### Clock nets

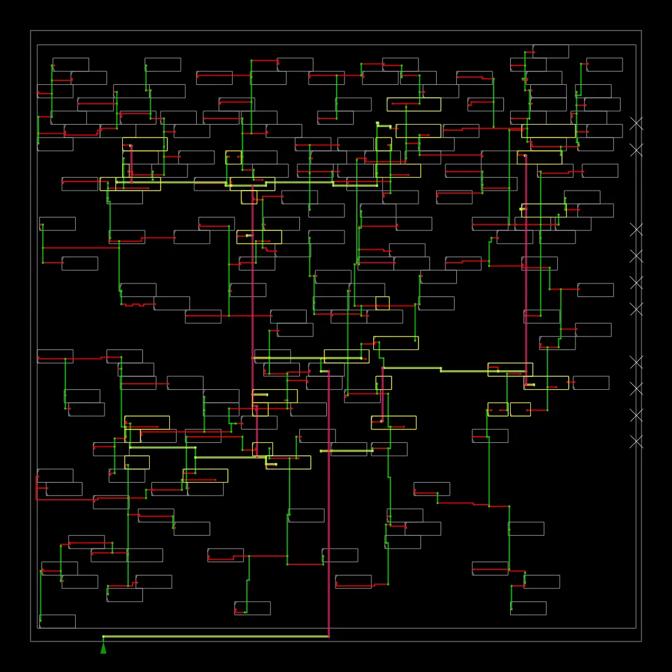
### M2 wires

(3 px per µm)
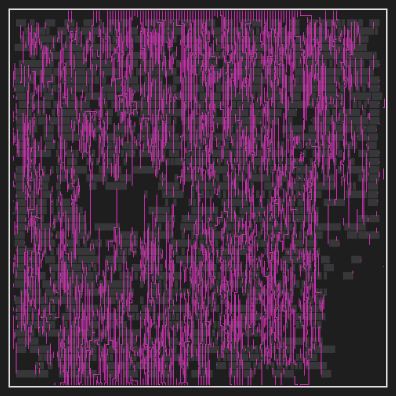
===== src/rtl/page_table_walker.sv =====
// -----------------------------------------------------------------------------
// page_table_walker
//
// Two-level page-table walker servicing TLB misses. A miss request latches
// the faulting VA and the level-1 table base, reads the level-1 PTE and then
// the level-2 (leaf) PTE through a request/response memory port, and either
// fills the TLB with the leaf PA or reports a page fault when a PTE has its
// valid bit clear. One walk is in flight at a time.
//
// Ports:
//   clk, rst                   clock, synchronous active-high reset
//   i_miss_valid/i_miss_vaddr  walk request and VA to translate
//   o_miss_ready               high only while idle (request accept)
//   i_ptbr                     level-1 table base word address, sampled at accept
//   o_mem_req/o_mem_addr       PTE read request and word address
//   i_mem_ready                memory accepts the request this cycle
//   i_mem_valid/i_mem_data     read response; bit [PA_WIDTH] is the PTE valid bit
//   o_tlb_write_*              one-cycle TLB fill pulse with VA/PA
//   o_fault/o_fault_vaddr      one-cycle page-fault pulse with faulting VA
//   o_busy                     a walk is in progress
// -----------------------------------------------------------------------------
module page_table_walker #(
    parameter int VA_WIDTH = 32,
    parameter int PA_WIDTH = 32,
    parameter int L1_BITS  = 10,
    parameter int L2_BITS  = 10
) (
    input  logic                clk,
    input  logic                rst,
    input  logic                i_miss_valid,
    input  logic [VA_WIDTH-1:0] i_miss_vaddr,
    output logic                o_miss_ready,
    input  logic [PA_WIDTH-1:0] i_ptbr,
    output logic                o_mem_req,
    output logic [PA_WIDTH-1:0] o_mem_addr,
    input  logic                i_mem_ready,
    input  logic                i_mem_valid,
    input  logic [PA_WIDTH:0]   i_mem_data,
    output logic                o_tlb_write_enable,
    output logic [VA_WIDTH-1:0] o_tlb_write_virtual_addr,
    output logic [PA_WIDTH-1:0] o_tlb_write_physical_addr,
    output logic                o_fault,
    output logic [VA_WIDTH-1:0] o_fault_vaddr,
    output logic                o_busy
);

    localparam logic [2:0] IDLE    = 3'd0;
    localparam logic [2:0] L1_REQ  = 3'd1;
    localparam logic [2:0] L1_WAIT = 3'd2;
    localparam logic [2:0] L2_REQ  = 3'd3;
    localparam logic [2:0] L2_WAIT = 3'd4;
    localparam logic [2:0] FILL    = 3'd5;
    localparam logic [2:0] FAULT   = 3'd6;

    logic [2:0]          state;
    logic [VA_WIDTH-1:0] va_q;        // VA of the walk in progress
    logic [PA_WIDTH-1:0] base_q;      // current table base (ptbr, then L1 PTE)
    logic [PA_WIDTH-1:0] pa_q;        // leaf PA, held after the fill pulse
    logic [VA_WIDTH-1:0] fill_va_q;   // VA shown on the TLB write port
    logic [VA_WIDTH-1:0] fault_va_q;  // VA shown on the fault port

    logic [L1_BITS-1:0]  idx1;
    logic [L2_BITS-1:0]  idx2;
    logic [PA_WIDTH-1:0] idx_ext;
    logic                pte_valid;
    logic [PA_WIDTH-1:0] pte_base;

    assign idx1      = va_q[VA_WIDTH-1 -: L1_BITS];
    assign idx2      = va_q[VA_WIDTH-L1_BITS-1 -: L2_BITS];
    assign pte_valid = i_mem_data[PA_WIDTH];
    assign pte_base  = i_mem_data[PA_WIDTH-1:0];

    always_comb begin
        // NOTE: assign a default before any branch so every path drives idx_ext;
        // otherwise synthesis would infer a latch.
        idx_ext = PA_WIDTH'(idx1);
        if (state == L2_REQ) begin
            idx_ext = PA_WIDTH'(idx2);
        end
    end

    // Table base plus index wraps modulo 2^PA_WIDTH; the carry is dropped.
    assign o_mem_addr = base_q + idx_ext;

    // Moore outputs: decoded from state and registers only.
    assign o_miss_ready              = (state == IDLE);
    assign o_busy                    = (state != IDLE);
    assign o_mem_req                 = (state == L1_REQ) || (state == L2_REQ);
    assign o_tlb_write_enable        = (state == FILL);
    assign o_tlb_write_virtual_addr  = fill_va_q;
    assign o_tlb_write_physical_addr = pa_q;
    assign o_fault                   = (state == FAULT);
    assign o_fault_vaddr             = fault_va_q;

    // NOTE: sequential state uses non-blocking assignments so every register
    // samples pre-edge values regardless of statement order.
    always_ff @(posedge clk) begin
        if (rst) begin
            state      <= IDLE;
            va_q       <= '0;
            base_q     <= '0;
            pa_q       <= '0;
            fill_va_q  <= '0;
            fault_va_q <= '0;
        end else begin
            case (state)
                IDLE: begin
                    // Responses arriving here (e.g. after a reset mid-walk) are ignored.
                    if (i_miss_valid) begin
                        va_q   <= i_miss_vaddr;
                        base_q <= i_ptbr;
                        state  <= L1_REQ;
                    end
                end
                L1_REQ: begin
                    if (i_mem_ready) state <= L1_WAIT;
                end
                L1_WAIT: begin
                    if (i_mem_valid) begin
                        if (pte_valid) begin
                            base_q <= pte_base;
                            state  <= L2_REQ;
                        end else begin
                            fault_va_q <= va_q;
                            state      <= FAULT;
                        end
                    end
                end
                L2_REQ: begin
                    if (i_mem_ready) state <= L2_WAIT;
                end
                L2_WAIT: begin
                    if (i_mem_valid) begin
                        if (pte_valid) begin
                            pa_q      <= pte_base;
                            fill_va_q <= va_q;
                            state     <= FILL;
                        end else begin
                            fault_va_q <= va_q;
                            state      <= FAULT;
                        end
                    end
                end
                FILL:    state <= IDLE;
                FAULT:   state <= IDLE;
                default: state <= IDLE;
            endcase
        end
    end

endmodule


===== config.mk =====
export PLATFORM = sky130hd
export DESIGN_NAME = page_table_walker
export DESIGN_NICKNAME = d
export VERILOG_FILES = /design/src/rtl/page_table_walker.sv
export SDC_FILE = /design/constraint.sdc
export NUM_CORES = 1
export LEC_CHECK = 0
export ABC_AREA = 1
export CORE_UTILIZATION = 51
export CTS_CLUSTER_DIAMETER = 60
export DETAILED_ROUTE_END_ITERATION = 8
export PLACE_DENSITY = 0.88
export SLEW_MARGIN = 15
export SYNTH_ARGS = -nofsm -noshare
export SYNTH_HDL_FRONTEND = slang
export SYNTH_SLANG_ARGS = --single-unit

===== constraint.sdc =====
create_clock -name clk -period 6.69 [get_ports clk]
set_input_delay 1.338 -clock clk [delete_from_list [all_inputs] [get_ports clk]]
set_output_delay 1.338 -clock clk [all_outputs]
set_load 0.03 [all_outputs]

==> run notes <==
The run finished, with violations left. The checks that failed: design-rule violations. The area of the die was 15700 µm². The most frequent cell on the critical path is nand3_1. The final hold violation count recorded for this run is 0. Relative contribution of combinational cells to total power: 0.443. The total power was 4.15 mW. Counting instances in the post-synthesis netlist gives the leading cell types as 308 x nand2_1, 175 x inv_1, 163 x dfxtp_1. The DRC violation total left in the routed layout is recorded as 10. The beginning of the worst register-to-register path is state[1]. The area share of the largest cell type after synthesis was 0.421. The capture point of the worst register-to-register path is recorded as o_fault_vaddr[25]. The layout net count is 1482. The fill cell instance count of the final layout is 1155, and the floorplan die width is 125 µm.

Looking at area per cell type in the netlist, the leader is dfxtp_1. The tools report the beginning of the worst hold path as o_tlb_write_virtual_addr[19]. Each instance of the synthesized netlist takes up on average 6.63 µm².

Looking at the post-CTS report, the setup buffer insertion count equals 0. Leakage power of the design: 4.65 nW. The wire length recorded after detailed routing is 23.6 mm.

The fraction of the core area covered by cells at the end of the flow was 0.728. The combined global-route utilization of all metal layers is 0.300. The transition time recorded at the tightest slew-check pin is 1.13 ns. The share of flip-flops with an asynchronous set or reset came out at 0. By area the synthesized netlist is led by dfxtp_1 42%, nand2_1 15%, a21oi_1 8.6%.

Gates resized during post-CTS repair numbered 0. The path class of the lowest-slack min-delay path is reg2reg. STA on the placed design reports a worst setup slack of 1.88 ns. The worst register-to-register path has a setup slack of 4.11 ns. The tools report the sequential cell area in the final layout as 3260 µm². The and-or/or-and share of the synthesized area works out to 0.179. The tools report the routability congestion estimate as 0.919. The logic share of the area is 0.332, and the post-route minimum period is 5.28 ns.

The sequential fraction of the synthesis area is 0.421. By area, multi-input combinational cells come first. The final cycle utilization of the critical path was 0.789. Leaving out fill and tap cells, the most frequent cell in the layout is nand2_1. The number of cells on the worst hold path is listed as 2. The share of synthesized cell area in full adder, half adder and majority cells was 0.0187. For the worst setup path, the data arrival time is 3.94 ns. The cell family contributing the most delay on the critical path is simple AND/OR/NAND/NOR gates.

The power per cell area was 388 nW/µm². Once placement finished, the instance area stood at 10100 µm². For this design, the CTS-stage hold fixing added 0 buffers. In this run the tools logged warnings totalling 30. The global route stage reports its total congestion overflow as 0. The logs give 10700 µm² for the post-route cell area and 1283 for the number of nets produced by synthesis. In the final layout, excluding clock inverters the inverter count is 179. Clock-pin slew on the worst setup and hold paths: 0.07 ns.

The fraction of the mapped netlist area in simple logic gates works out to 0.244. Critical path startpoint: state[0]. Across all hold checks on the routed design, the worst slack comes to 0.445 ns.

Static timing analysis puts the maximum clock frequency at 0.189 GHz. Depth of the most critical reg-to-reg path: 6. TritonCTS built the clock tree.

The stage delay of the slowest cell on the critical path was 0.70 ns. For this run the top cell type by instance count after synthesis was nand2_1. With the data-path buffer share of cell area in the final layout at 0.222, the count of routing violations after the opening detailed-route iteration is 698. The group that draws the most power in this run is combinational cells. The number of enable flip-flop cells was 0. The run gives 0 for the final tally of setup violations. Biggest combinational cell group after synthesis: simple AND/OR/NAND/NOR gates.

After floorplanning, the core was sized to cover 14700 µm².
Back to the opening pictures, 'Clock nets':
number of clock buffers in the layout: 19
power in the clock group: 1.02 mW
total clock buffers created by CTS: 17
final setup skew: 0.0119 ns
Seq Cell Count: 163

Back to the opening pictures, 'M2 wires':
main direction: vertical
share of all routed wire: 46%
Via Count: 8098
met2 capacity usage during global routing: 0.484

## worst reg2reg max path, stage by stage (launching register included)
cell,delay (ns)
dfxtp_1,0.51
nand3_4,0.41
nand2_1,0.25
nand3_1,0.20
inv_2,0.72
o21ai_0,0.25
a21oi_1,0.17
## state kept, by name (all words and copies together), names as in the netlist
| name | cells |
|---|---|
| base_q | 32 |
| o_fault_vaddr | 32 |
| o_tlb_write_physical_addr | 32 |
| o_tlb_write_virtual_addr | 32 |
| state | 3 |
| va_q | 32 |
## routing by layer
metal | vias up | share of wire | track usage
met4 | 0 | 0.035 | 0.136
met1 | 3649 | 0.44 | 0.389
li1 | 4078 | - | -
met5 | - | 0 | 0
met3 | 63 | 0.056 | 0.0582
met2 | 308 | 0.46 | 0.484
No activity file was given, so power comes from the tool's default toggle rates.
